[config.mk]
export PLATFORM = sky130hd
export DESIGN_NAME = bullet_ctrl
export DESIGN_NICKNAME = d
export VERILOG_FILES = /design/src/rtl/bullet_ctrl.sv
export SDC_FILE = /design/constraint.sdc
export NUM_CORES = 1
export LEC_CHECK = 0
export ABC_AREA = 1
export CAP_MARGIN = 20
export CELL_PAD_IN_SITES_DETAIL_PLACEMENT = 1
export CELL_PAD_IN_SITES_GLOBAL_PLACEMENT = 2
export CORE_UTILIZATION = 31
export DETAILED_ROUTE_END_ITERATION = 10
export PLACE_DENSITY = 0.83
export SLEW_MARGIN = 20
export SYNTH_ARGS = -nofsm -noshare
export SYNTH_HDL_FRONTEND = slang
export SYNTH_SLANG_ARGS = --single-unit
[constraint.sdc]
create_clock -name clk_i -period 4 [get_ports clk_i]
set_clock_uncertainty 0.15 [all_clocks]
set_input_delay 0.4 -clock clk_i [delete_from_list [all_inputs] [get_ports clk_i]]
set_output_delay 0.4 -clock clk_i [all_outputs]
set_load 0.005 [all_outputs]
[src/rtl/bullet_ctrl.sv]
// bullet_ctrl -- per-player bullet engine for the tank game.
//
// Launches a bullet from the leading edge of the tank and moves it once per
// video frame. Draws the bullet, or its explosion, against the current VGA
// scan position. bullet_o feeds the collision stage. That stage answers on
// explode_i when the bullet hits something at the current pixel.
//
// Ports:
//   clk_i         pixel clock
//   rst_ni        asynchronous active-low reset
//   frame_tick_i  one-cycle pulse per frame (start of vblank)
//   fire_i        fire button, synchronised level
//   tank_x_i/y_i  tank box top-left corner
//   tank_dir_i    00 up, 01 right, 10 down, 11 left
//   pixel_x_i/y_i current scan position
//   explode_i     bullet hit a hard block or a tank at this pixel
//   bullet_o      scan pixel lies inside the bullet box (FLYING only)
//   explosion_o   scan pixel lies inside the explosion box (EXPLODE only)
//   active_o      engine is not idle
//   bullet_x_o/y_o bullet box top-left corner
//
// Build option: define BULLET_AUTOFIRE_EN to enable autofire. With it,
// holding fire relaunches as soon as the cooldown allows. Without it, the
// player must release fire and press it again.

module bullet_ctrl #(
    parameter int unsigned COORD_W         = 10,
    parameter int unsigned SCREEN_W        = 640,
    parameter int unsigned SCREEN_H        = 480,
    parameter int unsigned TANK_SIZE       = 32,
    parameter int unsigned BULLET_SIZE     = 4,
    parameter int unsigned BULLET_SPEED    = 4,
    parameter int unsigned EXPLODE_FRAMES  = 8,
    parameter int unsigned COOLDOWN_FRAMES = 16
) (
    input  logic               clk_i,
    input  logic               rst_ni,
    input  logic               frame_tick_i,
    input  logic               fire_i,
    input  logic [COORD_W-1:0] tank_x_i,
    input  logic [COORD_W-1:0] tank_y_i,
    input  logic [1:0]         tank_dir_i,
    input  logic [COORD_W-1:0] pixel_x_i,
    input  logic [COORD_W-1:0] pixel_y_i,
    input  logic               explode_i,
    output logic               bullet_o,
    output logic               explosion_o,
    output logic               active_o,
    output logic [COORD_W-1:0] bullet_x_o,
    output logic [COORD_W-1:0] bullet_y_o
);

    // One extra bit of headroom so far-edge sums never wrap.
    localparam int unsigned AW   = COORD_W + 1;
    localparam int unsigned EC_W = $clog2(EXPLODE_FRAMES + 1);
    localparam int unsigned CD_W = $clog2(COOLDOWN_FRAMES + 1);

    localparam logic [AW-1:0] BS   = AW'(BULLET_SIZE);
    localparam logic [AW-1:0] SPD  = AW'(BULLET_SPEED);
    localparam logic [AW-1:0] TS   = AW'(TANK_SIZE);
    localparam logic [AW-1:0] CTR  = AW'(TANK_SIZE / 2 - BULLET_SIZE / 2);
    localparam logic [AW-1:0] SW   = AW'(SCREEN_W);
    localparam logic [AW-1:0] SH   = AW'(SCREEN_H);

    typedef enum logic [1:0] {
        ST_IDLE,
        ST_FLYING,
        ST_EXPLODE
    } state_t;

    typedef enum logic [1:0] {
        DIR_UP    = 2'b00,
        DIR_RIGHT = 2'b01,
        DIR_DOWN  = 2'b10,
        DIR_LEFT  = 2'b11
    } dir_t;

    state_t             state_q, state_d;
    dir_t               dir_q, dir_d;
    logic [COORD_W-1:0] bx_q, bx_d, by_q, by_d;
    logic [EC_W-1:0]    exp_cnt_q, exp_cnt_d;
    logic [CD_W-1:0]    cool_q, cool_d;
    logic               armed_q, armed_d;

    logic [AW-1:0] tx, ty, sx, sy, bxw, byw, nx, ny;
    logic          spawn_uf, spawn_ok, move_uf, move_off;

    assign tx  = {1'b0, tank_x_i};
    assign ty  = {1'b0, tank_y_i};
    assign bxw = {1'b0, bx_q};
    assign byw = {1'b0, by_q};

    // Candidate spawn at the tank's leading edge, centred across its face.
    always_comb begin
        sx       = tx + CTR;
        sy       = ty - BS;
        spawn_uf = 1'b0;
        unique case (dir_t'(tank_dir_i))
            DIR_UP: begin
                sx       = tx + CTR;
                sy       = ty - BS;
                spawn_uf = (ty < BS);
            end
            DIR_DOWN: begin
                sx = tx + CTR;
                sy = ty + TS;
            end
            DIR_LEFT: begin
                sx       = tx - BS;
                sy       = ty + CTR;
                spawn_uf = (tx < BS);
            end
            DIR_RIGHT: begin
                sx = tx + TS;
                sy = ty + CTR;
            end
        endcase
        spawn_ok = !spawn_uf && (sx + BS <= SW) && (sy + BS <= SH);
    end

    // Next position one step along the latched direction.
    always_comb begin
        nx      = bxw;
        ny      = byw;
        move_uf = 1'b0;
        unique case (dir_q)
            DIR_UP: begin
                ny      = byw - SPD;
                move_uf = (byw < SPD);
            end
            DIR_DOWN:  ny = byw + SPD;
            DIR_LEFT: begin
                nx      = bxw - SPD;
                move_uf = (bxw < SPD);
            end
            DIR_RIGHT: nx = bxw + SPD;
        endcase
        move_off = move_uf || (nx + BS > SW) || (ny + BS > SH);
    end

    always_comb begin
        state_d   = state_q;
        dir_d     = dir_q;
        bx_d      = bx_q;
        by_d      = by_q;
        exp_cnt_d = exp_cnt_q;
        cool_d    = cool_q;
        armed_d   = armed_q;

        unique case (state_q)
            ST_IDLE: begin
                if (frame_tick_i) begin
                    if (cool_q != '0) begin
                        cool_d = cool_q - 1'b1;
                    end else if (fire_i && armed_q && spawn_ok) begin
                        state_d = ST_FLYING;
                        dir_d   = dir_t'(tank_dir_i);
                        bx_d    = sx[COORD_W-1:0];
                        by_d    = sy[COORD_W-1:0];
                        armed_d = 1'b0;
                    end
                end
            end
            ST_FLYING: begin
                // A hit beats a coincident frame tick; position stays frozen.
                if (explode_i) begin
                    state_d   = ST_EXPLODE;
                    exp_cnt_d = EC_W'(EXPLODE_FRAMES);
                end else if (frame_tick_i) begin
                    if (move_off) begin
                        state_d = ST_IDLE;
                        cool_d  = CD_W'(COOLDOWN_FRAMES);
                    end else begin
                        bx_d = nx[COORD_W-1:0];
                        by_d = ny[COORD_W-1:0];
                    end
                end
            end
            ST_EXPLODE: begin
                if (frame_tick_i) begin
                    exp_cnt_d = exp_cnt_q - 1'b1;
                    if (exp_cnt_q == EC_W'(1)) begin
                        state_d = ST_IDLE;
                        cool_d  = CD_W'(COOLDOWN_FRAMES);
                    end
                end
            end
            default: state_d = ST_IDLE;
        endcase

`ifdef BULLET_AUTOFIRE_EN
        armed_d = 1'b1;
`else
        // Launch only happens with fire_i high, so re-arming never collides
        // with the clear above.
        if (frame_tick_i && !fire_i) begin
            armed_d = 1'b1;
        end
`endif
    end

    always_ff @(posedge clk_i or negedge rst_ni) begin
        if (!rst_ni) begin
            state_q   <= ST_IDLE;
            dir_q     <= DIR_UP;
            bx_q      <= '0;
            by_q      <= '0;
            exp_cnt_q <= '0;
            cool_q    <= '0;
            armed_q   <= 1'b1;
        end else begin
            state_q   <= state_d;
            dir_q     <= dir_d;
            bx_q      <= bx_d;
            by_q      <= by_d;
            exp_cnt_q <= exp_cnt_d;
            cool_q    <= cool_d;
            armed_q   <= armed_d;
        end
    end

    // Pixel outputs are combinational, so the collision stage sees the same
    // scan pixel it is judging.
    logic [AW-1:0] px, py, ex_lo, ey_lo;
    logic          in_bullet, in_explosion;

    assign px    = {1'b0, pixel_x_i};
    assign py    = {1'b0, pixel_y_i};
    assign ex_lo = (bxw >= BS) ? bxw - BS : '0;
    assign ey_lo = (byw >= BS) ? byw - BS : '0;

    assign in_bullet    = (px >= bxw) && (px < bxw + BS) &&
                          (py >= byw) && (py < byw + BS);
    assign in_explosion = (px >= ex_lo) && (px < bxw + BS + BS) &&
                          (py >= ey_lo) && (py < byw + BS + BS);

    assign bullet_o    = (state_q == ST_FLYING) && in_bullet;
    assign explosion_o = (state_q == ST_EXPLODE) && in_explosion;
    assign active_o    = (state_q != ST_IDLE);
    assign bullet_x_o  = bx_q;
    assign bullet_y_o  = by_q;

endmodule

Figure 1. Met2 routing.
Cells faint in the background.
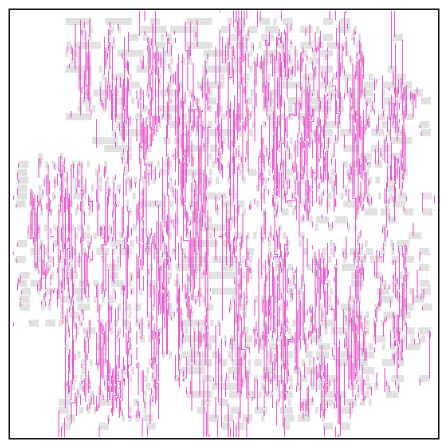
nets with wire on the layer	1093
main direction	vertical
wire length on this layer	10700 um
via count: 7321
met2 Use GR: 37.5%
drt total wl: 22700 um

Figure 2. Clock distribution.
The bar under the picture is 50 um long.
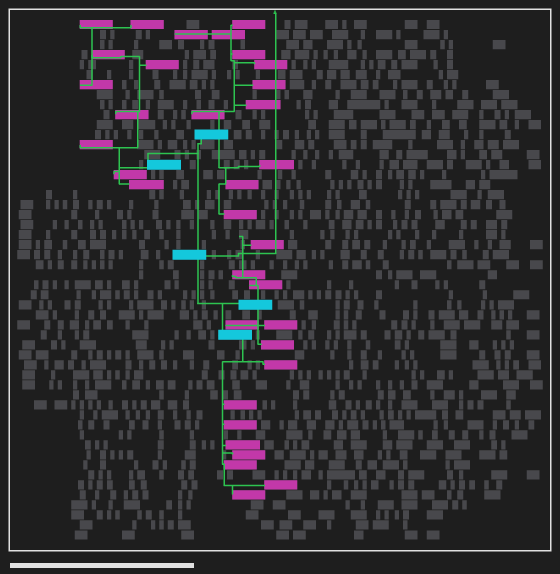
[magenta] flip-flops | count: 34
[cyan] cells driving clock nets | count: 5
[green] clock wires | length: 557 um
routed clock nets	6

Figure 3. Metal 3.
The bar under the picture is 50 um long. Cells faint in the background.
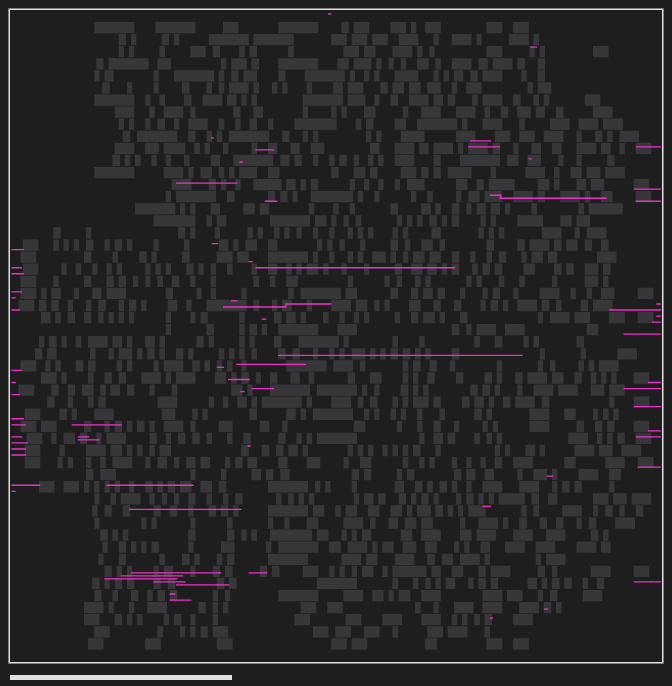
share of all routed wire	2.1%
longest straight run	54.7 um
main direction	horizontal
met3 Use GR: 1.34%

Figure 4. Signal wires by layer.
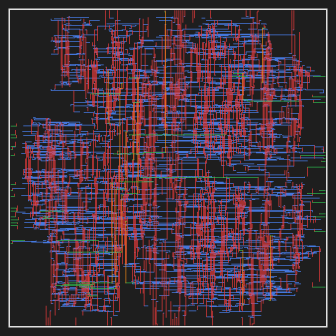
color	layer	wire length
blue	met1	11000 um
orange	met4	482 um
green	met3	473 um
red	met2	10700 um

==> run notes <==
run metrics: outcome complete, no violations, initial antenna violation count 0, critical path class flip-flop to primary output, Synth top area share 21.2%, worst path bufs/invs 3, placed inst area 7720 um^2, hold buffer count at CTS 0, critical path's top delay family buffers and inverters, drt drc 0, Mean Syn Cell Area 6.08 um^2, Post-Layout Cell Count 1446, GR Util All Layers 21.5%, GPL Wtd Cong 0.852, reg2reg end bullet_y_o[5], Resized cells post-CTS 22, HPWL after detailed placement 19300 um, clk_lat worst skew 0.29 ns, Signal inverters 130, met2 routed WL 10700 um, first-pass GRT wire length 37800 um, slew margin rel. 47.3%, Pleak 4.03 nW, Max-area cell class logic gates, global route hottest layer met2, cell type with the largest total area ha_1, Signal buf overhead 13.9%, warnings from Yosys 0, r2r worst-path depth 14, pre-CTS WS 0.0693 ns, worst-path maximum fanout 7, Fin. Hold Viols 0, Synth top cell by count nand2_1, top layer in use met4, Initial DRC Count 325, Num Clock Sinks 34, Async S/R FF share, synth 100%, post-synthesis register bit count 34, Port Buffers 69, Final Core Density 39.8%, Worst EP required 3.45 ns, CP max-delay cell clkdlybuf4s50_1, Final nets 1332, reg-to-reg critical path startpoint dir_q[0], mapped cell area 6490 um^2, area figure in the yosys stat output 6490 um^2, PwrDens 651 nW/um^2
[kinds of logic after synthesis]
logic type	after synthesis	share of synthesized area [%]
buffers and inverters	157	10.3
and+or+nand+nor	603	40.4
adders and majority gates	110	21.2
AOI/OAI and AO/OA	143	12.0
DFF	34	13.1
xor gates and xnor gates	22	2.97
[report_power, final]
part	leakage, nW	total (mW)	switching (mW)	internal [mW]
logic	3.54	4.26	2.60	1.66
registers	0.415	0.620	0.129	0.491
clock network	0.0729	0.396	0.150	0.246
total	4.03	5.28	2.88	2.40
[registers in the layout, summed over array words and instances, names as in the netlist]
| signal | flops |
|---|---|
| armed_q | 1 |
| bullet_x_o | 10 |
| bullet_y_o | 10 |
| cool_q | 5 |
| dir_q | 2 |
| exp_cnt_q | 4 |
| state_q | 2 |
Power figures rest on the tool's default switching activity, not on a simulated workload.
